<file path="src/rtl/id_ex_stage_if.sv">
// ID/EX stage bus: decoded ID fields, EX/MEM and MEM/WB forwarding taps,
// and the registered EX-side outputs plus stall and bubble counter.
//
// Signals (master = surrounding pipeline, slave = id_ex_stage):
//   flush            squash the instruction currently in ID
//   id_*             decoded instruction fields and register-file reads
//   exmem_*, memwb_* writeback taps used for operand forwarding
//   aluOp/srcA/srcB  operands and opcode delivered to the ALU
//   ex_*             registered control and store data for EX
//   stall            hold PC and IF/ID this cycle
//   bubble_count     saturating count of stall/flush bubbles
interface id_ex_stage_if #(
    parameter int DATA_W = 16,
    parameter int REG_AW = 4,
    parameter int CNT_W  = 16
);
    logic              flush;
    logic              id_valid;
    logic [3:0]        id_aluOp;
    logic [REG_AW-1:0] id_rs1;
    logic [REG_AW-1:0] id_rs2;
    logic [REG_AW-1:0] id_rd;
    logic [DATA_W-1:0] id_regA;
    logic [DATA_W-1:0] id_regB;
    logic [DATA_W-1:0] id_imm;
    logic              id_useImm;
    logic              id_regWrite;
    logic              id_memRead;
    logic              id_memWrite;

    logic              exmem_regWrite;
    logic [REG_AW-1:0] exmem_rd;
    logic [DATA_W-1:0] exmem_result;
    logic              memwb_regWrite;
    logic [REG_AW-1:0] memwb_rd;
    logic [DATA_W-1:0] memwb_data;

    logic [3:0]        aluOp;
    logic [DATA_W-1:0] srcA;
    logic [DATA_W-1:0] srcB;
    logic [REG_AW-1:0] ex_rd;
    logic              ex_regWrite;
    logic              ex_memRead;
    logic              ex_memWrite;
    logic [DATA_W-1:0] ex_storeData;
    logic              stall;
    logic [CNT_W-1:0]  bubble_count;

    modport master (
        output flush, id_valid, id_aluOp, id_rs1, id_rs2, id_rd,
        output id_regA, id_regB, id_imm, id_useImm,
        output id_regWrite, id_memRead, id_memWrite,
        output exmem_regWrite, exmem_rd, exmem_result,
        output memwb_regWrite, memwb_rd, memwb_data,
        input  aluOp, srcA, srcB, ex_rd, ex_regWrite,
        input  ex_memRead, ex_memWrite, ex_storeData,
        input  stall, bubble_count
    );

    modport slave (
        input  flush, id_valid, id_aluOp, id_rs1, id_rs2, id_rd,
        input  id_regA, id_regB, id_imm, id_useImm,
        input  id_regWrite, id_memRead, id_memWrite,
        input  exmem_regWrite, exmem_rd, exmem_result,
        input  memwb_regWrite, memwb_rd, memwb_data,
        output aluOp, srcA, srcB, ex_rd, ex_regWrite,
        output ex_memRead, ex_memWrite, ex_storeData,
        output stall, bubble_count
    );
endinterface

</file>
<file path="src/rtl/id_ex_stage.sv">
// ID/EX pipeline register: captures decode fields, detects load-use
// hazards (bubble + stall), forwards operands from EX/MEM and MEM/WB.
//
// Ports:
//   clk    rising-edge clock
//   rst_n  asynchronous active-low reset
//   bus    id_ex_stage_if slave (ID fields, forwarding taps, EX outputs)
module id_ex_stage #(
    parameter int DATA_W = 16,
    parameter int REG_AW = 4,
    parameter int CNT_W  = 16
) (
    input  logic         clk,
    input  logic         rst_n,
    id_ex_stage_if.slave bus
);

    typedef struct packed {
        logic [3:0]        aluOp;
        logic [REG_AW-1:0] rd;
        logic              regWrite;
        logic              memRead;
        logic              memWrite;
    } ctrl_t;

    typedef struct packed {
        logic [REG_AW-1:0] rs1;
        logic [REG_AW-1:0] rs2;
        logic [DATA_W-1:0] regA;
        logic [DATA_W-1:0] regB;
        logic [DATA_W-1:0] imm;
        logic              useImm;
    } opnd_t;

    localparam logic [CNT_W-1:0] CNT_ONE = {{(CNT_W-1){1'b0}}, 1'b1};

    ctrl_t            ctrl_q, ctrl_d;
    opnd_t            opnd_q, opnd_d;
    logic [CNT_W-1:0] cnt_q, cnt_d;

    logic              rs1_hit;
    logic              rs2_hit;
    logic              hazard;
    logic              counted;
    logic [DATA_W-1:0] fwd_a;
    logic [DATA_W-1:0] fwd_b;

    function automatic logic [DATA_W-1:0] fwd(
        input logic [REG_AW-1:0] rs,
        input logic [DATA_W-1:0] stored,
        input logic              em_we,
        input logic [REG_AW-1:0] em_rd,
        input logic [DATA_W-1:0] em_val,
        input logic              wb_we,
        input logic [REG_AW-1:0] wb_rd,
        input logic [DATA_W-1:0] wb_val
    );
        logic [DATA_W-1:0] r;
        r = stored;
        // r0 never forwards; EX/MEM is younger so it beats MEM/WB
        if (rs != '0) begin
            if (em_we && em_rd == rs) begin
                r = em_val;
            end else if (wb_we && wb_rd == rs) begin
                r = wb_val;
            end
        end
        return r;
    endfunction

    // Load-use: the load in EX has no data until MEM. rs2 only
    // matters when it feeds srcB or is the store data.
    always_comb begin
        rs1_hit = (ctrl_q.rd == bus.id_rs1);
        rs2_hit = (ctrl_q.rd == bus.id_rs2)
                  && (!bus.id_useImm || bus.id_memWrite);
        hazard  = bus.id_valid && ctrl_q.memRead
                  && (ctrl_q.rd != '0) && (rs1_hit || rs2_hit);
    end

    always_comb begin
        ctrl_d  = ctrl_q;
        opnd_d  = opnd_q;
        cnt_d   = cnt_q;
        counted = bus.flush || hazard;

        // Bubbles keep the operand registers; only control is cleared.
        if (counted || !bus.id_valid) begin
            ctrl_d = '0;
        end else begin
            ctrl_d.aluOp    = bus.id_aluOp;
            ctrl_d.rd       = bus.id_rd;
            ctrl_d.regWrite = bus.id_regWrite;
            ctrl_d.memRead  = bus.id_memRead;
            ctrl_d.memWrite = bus.id_memWrite;
            opnd_d.rs1      = bus.id_rs1;
            opnd_d.rs2      = bus.id_rs2;
            opnd_d.regA     = bus.id_regA;
            opnd_d.regB     = bus.id_regB;
            opnd_d.imm      = bus.id_imm;
            opnd_d.useImm   = bus.id_useImm;
        end

        // flush + hazard in one cycle is still a single bubble
        if (counted && cnt_q != '1) begin
            cnt_d = cnt_q + CNT_ONE;
        end
    end

    always_ff @(posedge clk or negedge rst_n) begin
        if (!rst_n) begin
            ctrl_q <= '0;
            opnd_q <= '0;
            cnt_q  <= '0;
        end else begin
            ctrl_q <= ctrl_d;
            opnd_q <= opnd_d;
            cnt_q  <= cnt_d;
        end
    end

    always_comb begin
        fwd_a = fwd(opnd_q.rs1, opnd_q.regA,
                    bus.exmem_regWrite, bus.exmem_rd, bus.exmem_result,
                    bus.memwb_regWrite, bus.memwb_rd, bus.memwb_data);
        fwd_b = fwd(opnd_q.rs2, opnd_q.regB,
                    bus.exmem_regWrite, bus.exmem_rd, bus.exmem_result,
                    bus.memwb_regWrite, bus.memwb_rd, bus.memwb_data);
    end

    assign bus.aluOp        = ctrl_q.aluOp;
    assign bus.ex_rd        = ctrl_q.rd;
    assign bus.ex_regWrite  = ctrl_q.regWrite;
    assign bus.ex_memRead   = ctrl_q.memRead;
    assign bus.ex_memWrite  = ctrl_q.memWrite;
    assign bus.srcA         = fwd_a;
    assign bus.srcB         = opnd_q.useImm ? opnd_q.imm : fwd_b;
    assign bus.ex_storeData = fwd_b;
    assign bus.stall        = hazard;
    assign bus.bubble_count = cnt_q;

endmodule

</file>
<file path="src/flat_wrapper.sv">
// flat-port wrapper written by rule: the top's interface ports become plain ports
module id_ex_stage_flat 
#(
    parameter int DATA_W = 16,
    parameter int REG_AW = 4,
    parameter int CNT_W  = 16
)
  (clk, rst_n, bus_flush, bus_id_valid, bus_id_aluOp, bus_id_rs1, bus_id_rs2, bus_id_rd, bus_id_regA, bus_id_regB, bus_id_imm, bus_id_useImm, bus_id_regWrite, bus_id_memRead, bus_id_memWrite, bus_exmem_regWrite, bus_exmem_rd, bus_exmem_result, bus_memwb_regWrite, bus_memwb_rd, bus_memwb_data, bus_aluOp, bus_srcA, bus_srcB, bus_ex_rd, bus_ex_regWrite, bus_ex_memRead, bus_ex_memWrite, bus_ex_storeData, bus_stall, bus_bubble_count);
  id_ex_stage_if #(.DATA_W(DATA_W), .REG_AW(REG_AW), .CNT_W(CNT_W)) bus_i ();
  input  logic clk;
  input  logic rst_n;
  input wire logic [$bits(bus_i.flush)-1:0] bus_flush;
  input wire logic [$bits(bus_i.id_valid)-1:0] bus_id_valid;
  input wire logic [$bits(bus_i.id_aluOp)-1:0] bus_id_aluOp;
  input wire logic [$bits(bus_i.id_rs1)-1:0] bus_id_rs1;
  input wire logic [$bits(bus_i.id_rs2)-1:0] bus_id_rs2;
  input wire logic [$bits(bus_i.id_rd)-1:0] bus_id_rd;
  input wire logic [$bits(bus_i.id_regA)-1:0] bus_id_regA;
  input wire logic [$bits(bus_i.id_regB)-1:0] bus_id_regB;
  input wire logic [$bits(bus_i.id_imm)-1:0] bus_id_imm;
  input wire logic [$bits(bus_i.id_useImm)-1:0] bus_id_useImm;
  input wire logic [$bits(bus_i.id_regWrite)-1:0] bus_id_regWrite;
  input wire logic [$bits(bus_i.id_memRead)-1:0] bus_id_memRead;
  input wire logic [$bits(bus_i.id_memWrite)-1:0] bus_id_memWrite;
  input wire logic [$bits(bus_i.exmem_regWrite)-1:0] bus_exmem_regWrite;
  input wire logic [$bits(bus_i.exmem_rd)-1:0] bus_exmem_rd;
  input wire logic [$bits(bus_i.exmem_result)-1:0] bus_exmem_result;
  input wire logic [$bits(bus_i.memwb_regWrite)-1:0] bus_memwb_regWrite;
  input wire logic [$bits(bus_i.memwb_rd)-1:0] bus_memwb_rd;
  input wire logic [$bits(bus_i.memwb_data)-1:0] bus_memwb_data;
  output wire logic [$bits(bus_i.aluOp)-1:0] bus_aluOp;
  output wire logic [$bits(bus_i.srcA)-1:0] bus_srcA;
  output wire logic [$bits(bus_i.srcB)-1:0] bus_srcB;
  output wire logic [$bits(bus_i.ex_rd)-1:0] bus_ex_rd;
  output wire logic [$bits(bus_i.ex_regWrite)-1:0] bus_ex_regWrite;
  output wire logic [$bits(bus_i.ex_memRead)-1:0] bus_ex_memRead;
  output wire logic [$bits(bus_i.ex_memWrite)-1:0] bus_ex_memWrite;
  output wire logic [$bits(bus_i.ex_storeData)-1:0] bus_ex_storeData;
  output wire logic [$bits(bus_i.stall)-1:0] bus_stall;
  output wire logic [$bits(bus_i.bubble_count)-1:0] bus_bubble_count;
  assign bus_i.flush = bus_flush;
  assign bus_i.id_valid = bus_id_valid;
  assign bus_i.id_aluOp = bus_id_aluOp;
  assign bus_i.id_rs1 = bus_id_rs1;
  assign bus_i.id_rs2 = bus_id_rs2;
  assign bus_i.id_rd = bus_id_rd;
  assign bus_i.id_regA = bus_id_regA;
  assign bus_i.id_regB = bus_id_regB;
  assign bus_i.id_imm = bus_id_imm;
  assign bus_i.id_useImm = bus_id_useImm;
  assign bus_i.id_regWrite = bus_id_regWrite;
  assign bus_i.id_memRead = bus_id_memRead;
  assign bus_i.id_memWrite = bus_id_memWrite;
  assign bus_i.exmem_regWrite = bus_exmem_regWrite;
  assign bus_i.exmem_rd = bus_exmem_rd;
  assign bus_i.exmem_result = bus_exmem_result;
  assign bus_i.memwb_regWrite = bus_memwb_regWrite;
  assign bus_i.memwb_rd = bus_memwb_rd;
  assign bus_i.memwb_data = bus_memwb_data;
  assign bus_aluOp = bus_i.aluOp;
  assign bus_srcA = bus_i.srcA;
  assign bus_srcB = bus_i.srcB;
  assign bus_ex_rd = bus_i.ex_rd;
  assign bus_ex_regWrite = bus_i.ex_regWrite;
  assign bus_ex_memRead = bus_i.ex_memRead;
  assign bus_ex_memWrite = bus_i.ex_memWrite;
  assign bus_ex_storeData = bus_i.ex_storeData;
  assign bus_stall = bus_i.stall;
  assign bus_bubble_count = bus_i.bubble_count;
  id_ex_stage #(.DATA_W(DATA_W), .REG_AW(REG_AW), .CNT_W(CNT_W)) u_core (.clk(clk), .rst_n(rst_n), .bus(bus_i));
endmodule
</file>
<file path="config.mk">
export PLATFORM = sky130hd
export DESIGN_NAME = id_ex_stage_flat
export DESIGN_NICKNAME = d
export VERILOG_FILES = /design/src/rtl/id_ex_stage_if.sv /design/src/rtl/id_ex_stage.sv /design/src/flat_wrapper.sv
export SDC_FILE = /design/constraint.sdc
export NUM_CORES = 1
export LEC_CHECK = 0
export CAP_MARGIN = 40
export CORE_MARGIN = 3
export CORE_UTILIZATION = 39
export CTS_CLUSTER_DIAMETER = 40
export DETAILED_ROUTE_END_ITERATION = 8
export PLACE_DENSITY = 0.87
export SKIP_LAST_GASP = 1
export SYNTH_ARGS = -nofsm -noshare
export SYNTH_HDL_FRONTEND = slang
export SYNTH_SLANG_ARGS = --single-unit
export TNS_END_PERCENT = 50
</file>
<file path="constraint.sdc">
create_clock -name clk -period 1.8 [get_ports clk]
set_input_delay 0.18 -clock clk [delete_from_list [all_inputs] [get_ports clk]]
set_output_delay 0.18 -clock clk [all_outputs]
set_load 0.05 [all_outputs]
</file>
met2.png
Scale: 3 px per um. Cells faint in the background.
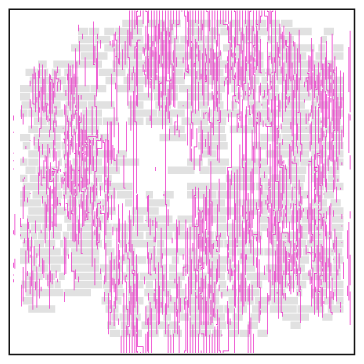
longest straight run: 52.7 um
share of all routed wire: 52%
wire length on this layer: 8960 um

final_placement.png
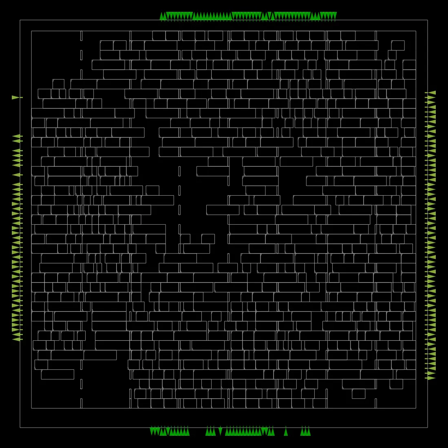
well tap count: 143
Placeable Area: 11470 um2
flop share of the area: 25.46%

==> impl_metrics.py <==
# Flow results
metrics = {
    "run_status": {
        "status": "complete, but fails checks",
        "violations": "setup timing",
    },
    "routing": {
        "drcViolationCount": 0,
        "dr.first_iter.drc_count": 337,
        "routed_wl_um": 17340,
        "drt_pass1_iterations": 5,
        "vias": 4504,
        "ant_nets": 0,
        "wl_per_cell_um": 21.65,
        "viasPerCell": 5.623,
    },
    "clock_network": {
        "cts_tree": "built",
        "ctsResizeCount": 93,
        "cts_buffers": 9,
        "cts.sinks": 84,
        "htreeDepth": 3,
        "clock_path_buffers": 2,
        "clockRootBuffer": "clkbuf_16",
        "insertion_delay_ns": 0.34,
        "cts_setup_buffers": 16,
        "hold_buffers": 1,
        "cts.clk_slew.worst_paths_ns": 0.06,
    },
    "logic_synthesis": {
        "yosys_warnings": 0,
        "synth_area_um2": 4601,
        "fa_ha_area_share_pct": 0.2720,
        "yosys.area_share.aoi_pct": 10.96,
        "top_cell": "dfrtp_1",
        "ys_sh_xor_pct": 6.092,
        "muxShareOfSynthArea_pct": 19.09,
        "synthCells": 390,
        "top_cells_by_area": "dfrtp_1 46%, mux2_2 14%, a221o_1 7.0%, and3_1 5.0%, mux2_1 4.7%",
        "synthArstFlopShare_pct": 100.0,
        "yosysSeqAreaShare_pct": 45.69,
        "netlist.area_leader.share_pct": 45.69,
        "synth-edff-count": 0,
        "top_cells_by_count": "84 x dfrtp_1, 59 x mux2_2, 37 x and3_1",
        "fp_nets": 505,
        "avgSynthCellArea_um2": 11.80,
        "simple_gate_area_share_pct": 14.82,
        "ys_ff": 84,
        "ys_chip_area_um2": 4601,
        "synth_cell_types": 43,
        "synth_top_flop_cell": "dfrtp_1",
        "netlist_logic_family_top": "multiplexers",
        "yosys_cells": 390,
        "yosysTopAreaCell": "dfrtp_1",
    },
    "setup_path": {
        "cp-end-kind": "output port",
        "path_cells": "xnor2_1 -> and4_4 -> a22oi_2 -> buf_4 -> a221o_2 -> mux2_4 -> buf_4",
        "r2r_start": "u_core.bus.ex_rd[3]",
        "critPathMaxFanout": 5,
        "slowest_delay_ns": 0.48,
        "r2r_cells": 7,
        "path_class": "reg -> out",
        "startpoint_type": "flip-flop",
        "r2r_end": "u_core.opnd_q[38]",
        "cp.arrival_ns": 2.41,
        "cp_data_required_time_ns": 1.62,
        "rrSetupSlack_ns": -0.32,
        "crit_path_frequent_cell": "buf_4",
        "cp_slowest_cell": "dfrtp_2",
    },
    "floorplanning": {
        "chipArea_um2": 13140,
        "chipHeight_um": 114.6,
        "fp-utilization_pct": 40.12,
        "die_x_um": 114.6,
        "row_count": 39,
        "ios": 190,
    },
    "grt": {
        "grt_pass1_vias": 4728,
        "antenna_found_initial": 2,
        "grt.overflow.total": 0,
        "track_usage_pct": 26.03,
        "grt_max_degree": 48,
        "grt_pass1_wl_um": 26100,
    },
    "sta": {
        "hold_violations": 0,
        "rsz0062_at_grt": "yes",
        "finalSetupViolCount": 136,
        "fin_crit_sh_pct": 143.8,
        "fin_crit_ns": 2.588,
        "slew_viol_final": 0,
        "max_freq_mhz": 386.4,
        "slew_headroom_pct": 53.36,
        "worstMarginPinSlew_ns": 0.6981,
        "tns_ns": -46.96,
        "hold_ws_ns": 0.2661,
        "skew_ns": 0.007146,
        "worst_slack_ns": -0.7880,
    },
    "pwr": {
        "irDropWorstVdd_v": 0.0009426,
        "power_leader": "combinational cells",
        "p_clk_uw": 1740,
        "power_density_nw_per_um2": 1019,
        "combinationalPower_uw": 4220,
        "p_clk_share_pct": 20.6,
        "comb_power_share_pct": 49.9,
        "p_seq_share_pct": 29.5,
        "leakagePower_uw": 0.003908,
        "netSwitchingFraction_pct": 39.16,
        "powerSeq_uw": 2500,
        "internal_power_uw": 5143,
        "switching_power_uw": 3311,
    },
    "placed_design": {
        "place_congestion": 0.9293,
        "place_inst": 754,
        "dp_hpwl_um": 11470,
        "numPortBuffers": 189,
    },
    "hold_path": {
        "hp-class": "in -> async",
    },
    "layout": {
        "diodes": 0,
        "finalCoreUtilization_pct": 72.33,
        "final_common_cell": "clkdlybuf4s50_1",
        "drive_gt1_share_pct": 44.83,
        "nNetsFinal": 768,
        "layout_top_cells": "132 x clkdlybuf4s50_1, 76 x buf_4, 76 x dfrtp_1",
        "synthToLayoutAreaGrowth_pct": 80.28,
        "fin_cells": 801,
    },
    "run": {
        "log.warning_count": 29,
        "cap_violations": 0,
    },
}
==> per-layer routing <==
layer  track usage [%]  wire length [um]  up-vias
li1                  -                 -     1999
met1             30.35              6498     2242
met2             44.94              8956      216
met3             8.245              1407       43
met4             9.184               445        4
met5                 0                34        -
==> registers in the layout (all words and copies together) (netlist names) <==
name,count
u_core.bus.aluOp,4
u_core.bus.bubble_count,16
u_core.bus.ex_memRead,1
u_core.bus.ex_memWrite,1
u_core.bus.ex_rd,4
u_core.bus.ex_regWrite,1
u_core.opnd_q,57
==> worst max-delay path by stage <==
stage	start	slack (ns)	endpoint
after floorplan	u_core.opnd_q[50]	-0.39	bus_srcB[10]
after CTS	u_core.opnd_q[52]	-0.75	bus_srcB[14]
after detailed placement	bus_exmem_rd[2]	-0.72	bus_srcB[14]
after global placement	bus_exmem_rd[2]	-0.64	bus_srcB[14]
after global routing	u_core.opnd_q[52]	-0.86	bus_srcB[12]
final	u_core.opnd_q[50]	-0.79	bus_srcB[12]
==> area by class of cell <==
class,instances,area [um2]
fill,735,3173
inverter,2,7.507
timing repair buffer,275,2855
multi-input combinational,281,2859
tap,143,178.9
clock buffer,12,256.5
clock inverter,4,25.02
sequential,84,2112
==> worst max-delay path, delay by kind of cell (launching register included) <==
family	cells	cell delay (ns)
xor gates and xnor gates	1	0.18
AOI/OAI and AO/OA	2	0.47
DFF	1	0.48
muxes	1	0.29
and+or+nand+nor	1	0.29
buffers and inverters	2	0.35
==> per-stage QoR <==
stage                     cell area [um2]  worst slack (ns)  total power, uW
final                                8294           -0.7880             8454
after CTS                            8128           -0.7459             8398
after global routing                 8294           -0.8650             8802
after floorplan                      4895           -0.3868             4824
after detailed placement             7183           -0.7175             6221
after global placement               7183           -0.6388             6133
Power and IR drop assume default switching activity.
